===== src/rtl/audio_recorder_if.sv =====
// Capture-side bus of audio_recorder: controller commands, codec I2S pins and the SRAM write port.
interface audio_recorder_if #(
   parameter int unsigned ADDR_W = 20,
   parameter int unsigned DATA_W = 16
) ();
   logic              start;
   logic              pause;
   logic              stop;
   logic              bclk;
   logic              lrc;
   logic              adcdat;
   logic [ADDR_W-1:0] addr;
   logic [DATA_W-1:0] data;
   logic              we;
   logic [ADDR_W:0]   len;
   logic              full;
   logic              busy;

   modport master (
      output start, pause, stop, bclk, lrc, adcdat,
      input  addr, data, we, len, full, busy
   );

   modport slave (
      input  start, pause, stop, bclk, lrc, adcdat,
      output addr, data, we, len, full, busy
   );
endinterface


===== src/rtl/audio_recorder.sv =====
// Deserialises I2S ADC samples (codec master) and writes them to consecutive SRAM words.
// Define AUDIO_RECORDER_STEREO_EN to also capture the right channel as interleaved L/R words.
module audio_recorder #(
   parameter int unsigned ADDR_W = 20,
   parameter int unsigned DATA_W = 16
) (
   input  logic            i_clk,
   input  logic            i_rst,
   audio_recorder_if.slave bus
);
   localparam int unsigned        CNT_W     = $clog2(DATA_W);
   localparam int unsigned        LEN_W     = ADDR_W + 1;
   localparam logic [ADDR_W-1:0]  ADDR_LAST = {ADDR_W{1'b1}};
   localparam logic [CNT_W-1:0]   BIT_LAST  = CNT_W'(DATA_W - 1);

   typedef enum logic [2:0] {IDLE, WAIT_LRC, SKIP, SHIFT, WRITE, PAUSE} state_e;

   state_e            state_q, state_n;
   logic [2:0]        bclk_sync, lrc_sync;
   logic [1:0]        dat_sync;
   logic              bclk_rise, lrc_fall, frame_edge;
   logic [ADDR_W-1:0] addr_q, addr_n;
   logic [DATA_W-1:0] data_q, data_n;
   logic [DATA_W-1:0] shreg_q, shreg_n;
   logic [CNT_W-1:0]  cnt_q, cnt_n;
   logic [LEN_W-1:0]  len_q, len_n;
   logic              full_q, full_n;
   logic              we_q, we_n;
   logic              busy_q, busy_n;
   logic              pend_q, pend_n;
`ifdef AUDIO_RECORDER_STEREO_EN
   logic              lrc_rise;
   logic              chan_q, chan_n;
   logic              spend_q, spend_n;
`endif

   // Codec pins are asynchronous: two-stage synchronisers plus one history bit for edges
   always_ff @(posedge i_clk or negedge i_rst) begin
      if (!i_rst) begin
         bclk_sync <= '0;
         lrc_sync  <= '0;
         dat_sync  <= '0;
      end else begin
         bclk_sync <= {bclk_sync[1:0], bus.bclk};
         lrc_sync  <= {lrc_sync[1:0], bus.lrc};
         dat_sync  <= {dat_sync[0], bus.adcdat};
      end
   end

   assign bclk_rise = bclk_sync[1] & ~bclk_sync[2];
   assign lrc_fall  = ~lrc_sync[1] & lrc_sync[2];
`ifdef AUDIO_RECORDER_STEREO_EN
   assign lrc_rise   = lrc_sync[1] & ~lrc_sync[2];
   assign frame_edge = chan_q ? lrc_rise : lrc_fall;
`else
   assign frame_edge = lrc_fall;
`endif

   always_ff @(posedge i_clk or negedge i_rst) begin
      if (!i_rst) state_q <= IDLE;
      else        state_q <= state_n;
   end

   // Next state and next datapath values; stop > pause > start
   always_comb begin
      state_n = state_q;
      addr_n  = addr_q;
      data_n  = data_q;
      shreg_n = shreg_q;
      cnt_n   = cnt_q;
      len_n   = len_q;
      full_n  = full_q;
      we_n    = 1'b0;
      pend_n  = pend_q;
`ifdef AUDIO_RECORDER_STEREO_EN
      chan_n  = chan_q;
      spend_n = spend_q;
`endif
      unique case (state_q)
         IDLE: begin
            if (bus.start && !bus.stop) begin
               addr_n  = '0;
               len_n   = '0;
               full_n  = 1'b0;
               state_n = WAIT_LRC;
            end
         end
         WAIT_LRC: if (frame_edge) state_n = SKIP;
         SKIP: begin
            // first BCLK after the LRC edge is the I2S one-bit delay
            if (bclk_rise) begin
               cnt_n   = '0;
               state_n = SHIFT;
            end
         end
         SHIFT: begin
            if (bclk_rise) begin
               shreg_n = {shreg_q[DATA_W-2:0], dat_sync[1]};
               cnt_n   = cnt_q + CNT_W'(1);
               if (cnt_q == BIT_LAST) begin
                  data_n  = shreg_n;
                  we_n    = 1'b1;
                  state_n = WRITE;
               end
            end
         end
         WRITE: begin
            len_n = len_q + LEN_W'(1);
            if (addr_q == ADDR_LAST) begin
               full_n  = 1'b1;
               state_n = IDLE;
            end else begin
               addr_n = addr_q + ADDR_W'(1);
`ifdef AUDIO_RECORDER_STEREO_EN
               if (!chan_q) begin
                  chan_n  = 1'b1;
                  state_n = WAIT_LRC;
               end else if (spend_q || bus.stop) begin
                  state_n = IDLE;
               end else if (pend_q || bus.pause) begin
                  state_n = PAUSE;
               end else begin
                  chan_n  = 1'b0;
                  state_n = WAIT_LRC;
               end
`else
               state_n = (pend_q || bus.pause) ? PAUSE : WAIT_LRC;
`endif
            end
         end
         PAUSE: if (bus.start && !bus.stop && !bus.pause) state_n = WAIT_LRC;
         default: state_n = IDLE;
      endcase

      if (bus.pause && (state_q inside {WAIT_LRC, SKIP, SHIFT, WRITE})) pend_n = 1'b1;

`ifdef AUDIO_RECORDER_STEREO_EN
      // mid-pair stops are deferred until the right word has been written
      if (bus.stop && (state_q inside {IDLE, PAUSE} || (state_q == WAIT_LRC && !chan_q)))
         state_n = IDLE;
      else if (bus.stop && (state_q inside {WAIT_LRC, SKIP, SHIFT, WRITE}))
         spend_n = 1'b1;
      if (state_n inside {IDLE, PAUSE}) begin
         chan_n  = 1'b0;
         spend_n = 1'b0;
      end
`else
      if (bus.stop) begin
         state_n = IDLE;
         we_n    = 1'b0;
         data_n  = data_q;
      end
`endif
      if (state_n inside {IDLE, PAUSE}) pend_n = 1'b0;
      busy_n = (state_n != IDLE);
   end

   always_ff @(posedge i_clk or negedge i_rst) begin
      if (!i_rst) begin
         addr_q  <= '0;
         data_q  <= '0;
         shreg_q <= '0;
         cnt_q   <= '0;
         len_q   <= '0;
         full_q  <= 1'b0;
         we_q    <= 1'b0;
         busy_q  <= 1'b0;
         pend_q  <= 1'b0;
`ifdef AUDIO_RECORDER_STEREO_EN
         chan_q  <= 1'b0;
         spend_q <= 1'b0;
`endif
      end else begin
         addr_q  <= addr_n;
         data_q  <= data_n;
         shreg_q <= shreg_n;
         cnt_q   <= cnt_n;
         len_q   <= len_n;
         full_q  <= full_n;
         we_q    <= we_n;
         busy_q  <= busy_n;
         pend_q  <= pend_n;
`ifdef AUDIO_RECORDER_STEREO_EN
         chan_q  <= chan_n;
         spend_q <= spend_n;
`endif
      end
   end

   assign bus.addr = addr_q;
   assign bus.data = data_q;
   assign bus.we   = we_q;
   assign bus.len  = len_q;
   assign bus.full = full_q;
   assign bus.busy = busy_q;
endmodule


===== src/flat_wrapper.sv =====
// flat-port wrapper written by rule: the top's interface ports become plain ports
module audio_recorder_flat 
#(
   parameter int unsigned ADDR_W = 20,
   parameter int unsigned DATA_W = 16
)
  (i_clk, i_rst, bus_start, bus_pause, bus_stop, bus_bclk, bus_lrc, bus_adcdat, bus_addr, bus_data, bus_we, bus_len, bus_full, bus_busy);
  audio_recorder_if #(.ADDR_W(ADDR_W), .DATA_W(DATA_W)) bus_i ();
  input  logic i_clk;
  input  logic i_rst;
  input wire logic [$bits(bus_i.start)-1:0] bus_start;
  input wire logic [$bits(bus_i.pause)-1:0] bus_pause;
  input wire logic [$bits(bus_i.stop)-1:0] bus_stop;
  input wire logic [$bits(bus_i.bclk)-1:0] bus_bclk;
  input wire logic [$bits(bus_i.lrc)-1:0] bus_lrc;
  input wire logic [$bits(bus_i.adcdat)-1:0] bus_adcdat;
  output wire logic [$bits(bus_i.addr)-1:0] bus_addr;
  output wire logic [$bits(bus_i.data)-1:0] bus_data;
  output wire logic [$bits(bus_i.we)-1:0] bus_we;
  output wire logic [$bits(bus_i.len)-1:0] bus_len;
  output wire logic [$bits(bus_i.full)-1:0] bus_full;
  output wire logic [$bits(bus_i.busy)-1:0] bus_busy;
  assign bus_i.start = bus_start;
  assign bus_i.pause = bus_pause;
  assign bus_i.stop = bus_stop;
  assign bus_i.bclk = bus_bclk;
  assign bus_i.lrc = bus_lrc;
  assign bus_i.adcdat = bus_adcdat;
  assign bus_addr = bus_i.addr;
  assign bus_data = bus_i.data;
  assign bus_we = bus_i.we;
  assign bus_len = bus_i.len;
  assign bus_full = bus_i.full;
  assign bus_busy = bus_i.busy;
  audio_recorder #(.ADDR_W(ADDR_W), .DATA_W(DATA_W)) u_core (.i_clk(i_clk), .i_rst(i_rst), .bus(bus_i));
endmodule

===== config.mk =====
export PLATFORM = sky130hd
export DESIGN_NAME = audio_recorder_flat
export DESIGN_NICKNAME = d
export VERILOG_FILES = /design/src/rtl/audio_recorder_if.sv /design/src/rtl/audio_recorder.sv /design/src/flat_wrapper.sv
export SDC_FILE = /design/constraint.sdc
export NUM_CORES = 1
export LEC_CHECK = 0
export CORE_AREA = 2 2 123 125
export DETAILED_ROUTE_END_ITERATION = 6
export DIE_AREA = 0 0 125 127
export SLEW_MARGIN = 20
export SYNTH_ARGS = -nofsm -noshare
export SYNTH_HDL_FRONTEND = slang
export SYNTH_SLANG_ARGS = --single-unit
export TNS_END_PERCENT = 100

===== constraint.sdc =====
create_clock -name i_clk -period 2.45 [get_ports i_clk]
set_input_delay 0.3675 -clock i_clk [delete_from_list [all_inputs] [get_ports i_clk]]
set_output_delay 0.3675 -clock i_clk [all_outputs]
set_load 0.02 [all_outputs]

==> results.sh <==
# source this file to load flow results
export IMPL_holdPathEnd="u_core.bclk_sync[1]"
export IMPL_pwr_share_clk_pct=44.4
export IMPL_buffers=82
export IMPL_slew_headroom_pct=50.47
export IMPL_cts_tree="done"
export IMPL_seqAreaFraction_pct=41.66
export IMPL_drc_errors=0
export IMPL_grt_max_degree=45
export IMPL_reg2reg_to="u_core.bus.addr[9]"
export IMPL_cts_htree_levels=3
export IMPL_cts_root_buf="clkbuf_16"
export IMPL_p_seq_share_pct=51.7
export IMPL_setup_viol=0
export IMPL_fp_nets=390
export IMPL_topCellsByArea="dfrtp_1 53%, mux2_2 8.2%, mux2i_1 3.3%"
export IMPL_syn_area_mm2=0.004267
export IMPL_logic_gates=261
export IMPL_p_leak_uw=0.002406
export IMPL_switching_share_pct=23.82
export IMPL_postSynth_asyncResetShare_pct=100.0
export IMPL_ys_warn_count=0
export IMPL_inverters_excl_clock=10
export IMPL_finalSetupTns_ns=0
export IMPL_syn2layout_area_growth_pct=28.12
export IMPL_fin_skew_ns=0.01178
export IMPL_worst_path_buf_inv=0
export IMPL_crit_type="reg2reg"
export IMPL_synth_compound_area_share_pct=11.82
export IMPL_setup_ws_ns=0.3758
export IMPL_place_hpwl_mm=6.909
export IMPL_fp_util_pct=29.58
export IMPL_ys_chip_area_mm2=0.004267
export IMPL_power_leader="registers"
export IMPL_num_vias=3148
export IMPL_adder_share_pct=0.8798
export IMPL_finalPower_uw=2955
export IMPL_period_used_pct=84.66
export IMPL_postRouteAntennaNets=0
export IMPL_flops=91
export IMPL_irDropWorstVdd_mv=0.3587
export IMPL_fin_nets=466
export IMPL_comb_power_uw=117
export IMPL_grtUsageTotal_pct=12.95
export IMPL_max_slew_worst_pin_slew_ns=0.7430
export IMPL_crit_family="AND-OR/OR-AND gates"
export IMPL_antenna_found_initial=0
export IMPL_use_met3_pct=2.973
export IMPL_clock_fmax_ghz=0.4821
export IMPL_placed_area_mm2=0.005182
export IMPL_rows=44
export IMPL_layout_top_cell_excl_fill_tap="dfrtp_1"
export IMPL_ff2ff_path_depth=4
export IMPL_hold_start="u_core.bclk_sync[0]"
export IMPL_finalMaxSlewViolations=0
export IMPL_clkTransAtPathRegs_ns=0.07
export IMPL_p_sw_uw=703.8
export IMPL_synth_cellmix_simpleShare_pct=17.39
export IMPL_core_mm2=0.01442
export IMPL_post_cts_resized=0
export IMPL_ys_sh_mux_pct=11.47
export IMPL_logic_area_mm2=0.001852
export IMPL_largest_cell_class="sequential cells"
export IMPL_status="finished clean"
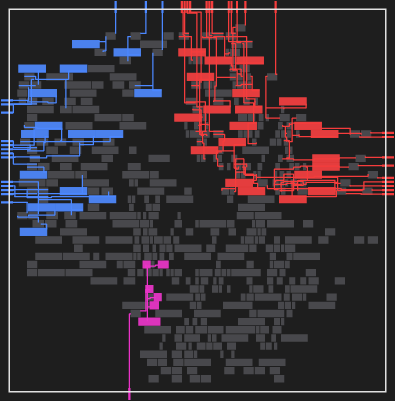
(images/port_nets.png)
Drawn at 3 px/um.
| port | colour | bits | direction | edge | end cells | buffers | wire |
|---|---|---|---|---|---|---|---|
| bus_len | red | 21 | output | 12 top, 9 right | 21 | 21 | 1070 um |
| bus_data | blue | 16 | output | 13 left, 3 top | 16 | 16 | 491 um |
| bus_stop | magenta | 1 | input | bottom | 6 | 2 | 64.2 um |
PortBufs: 67
# IOs: 68

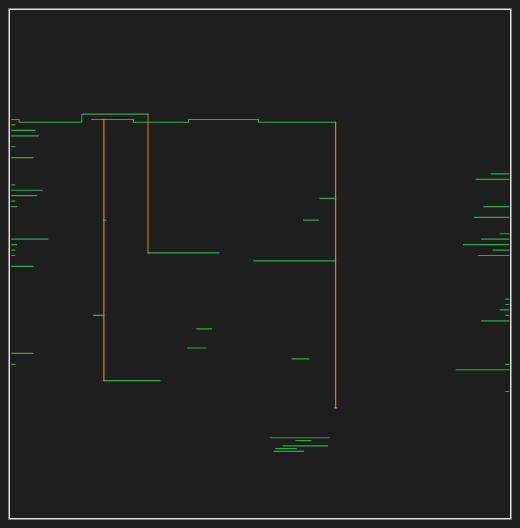
(images/metal_stack.png)
Drawn at 4 px/um. Only two layers are drawn.
| layer | colour | wire length |
|---|---|---|
| met4 | orange | 171 um |
| met3 | green | 359 um |

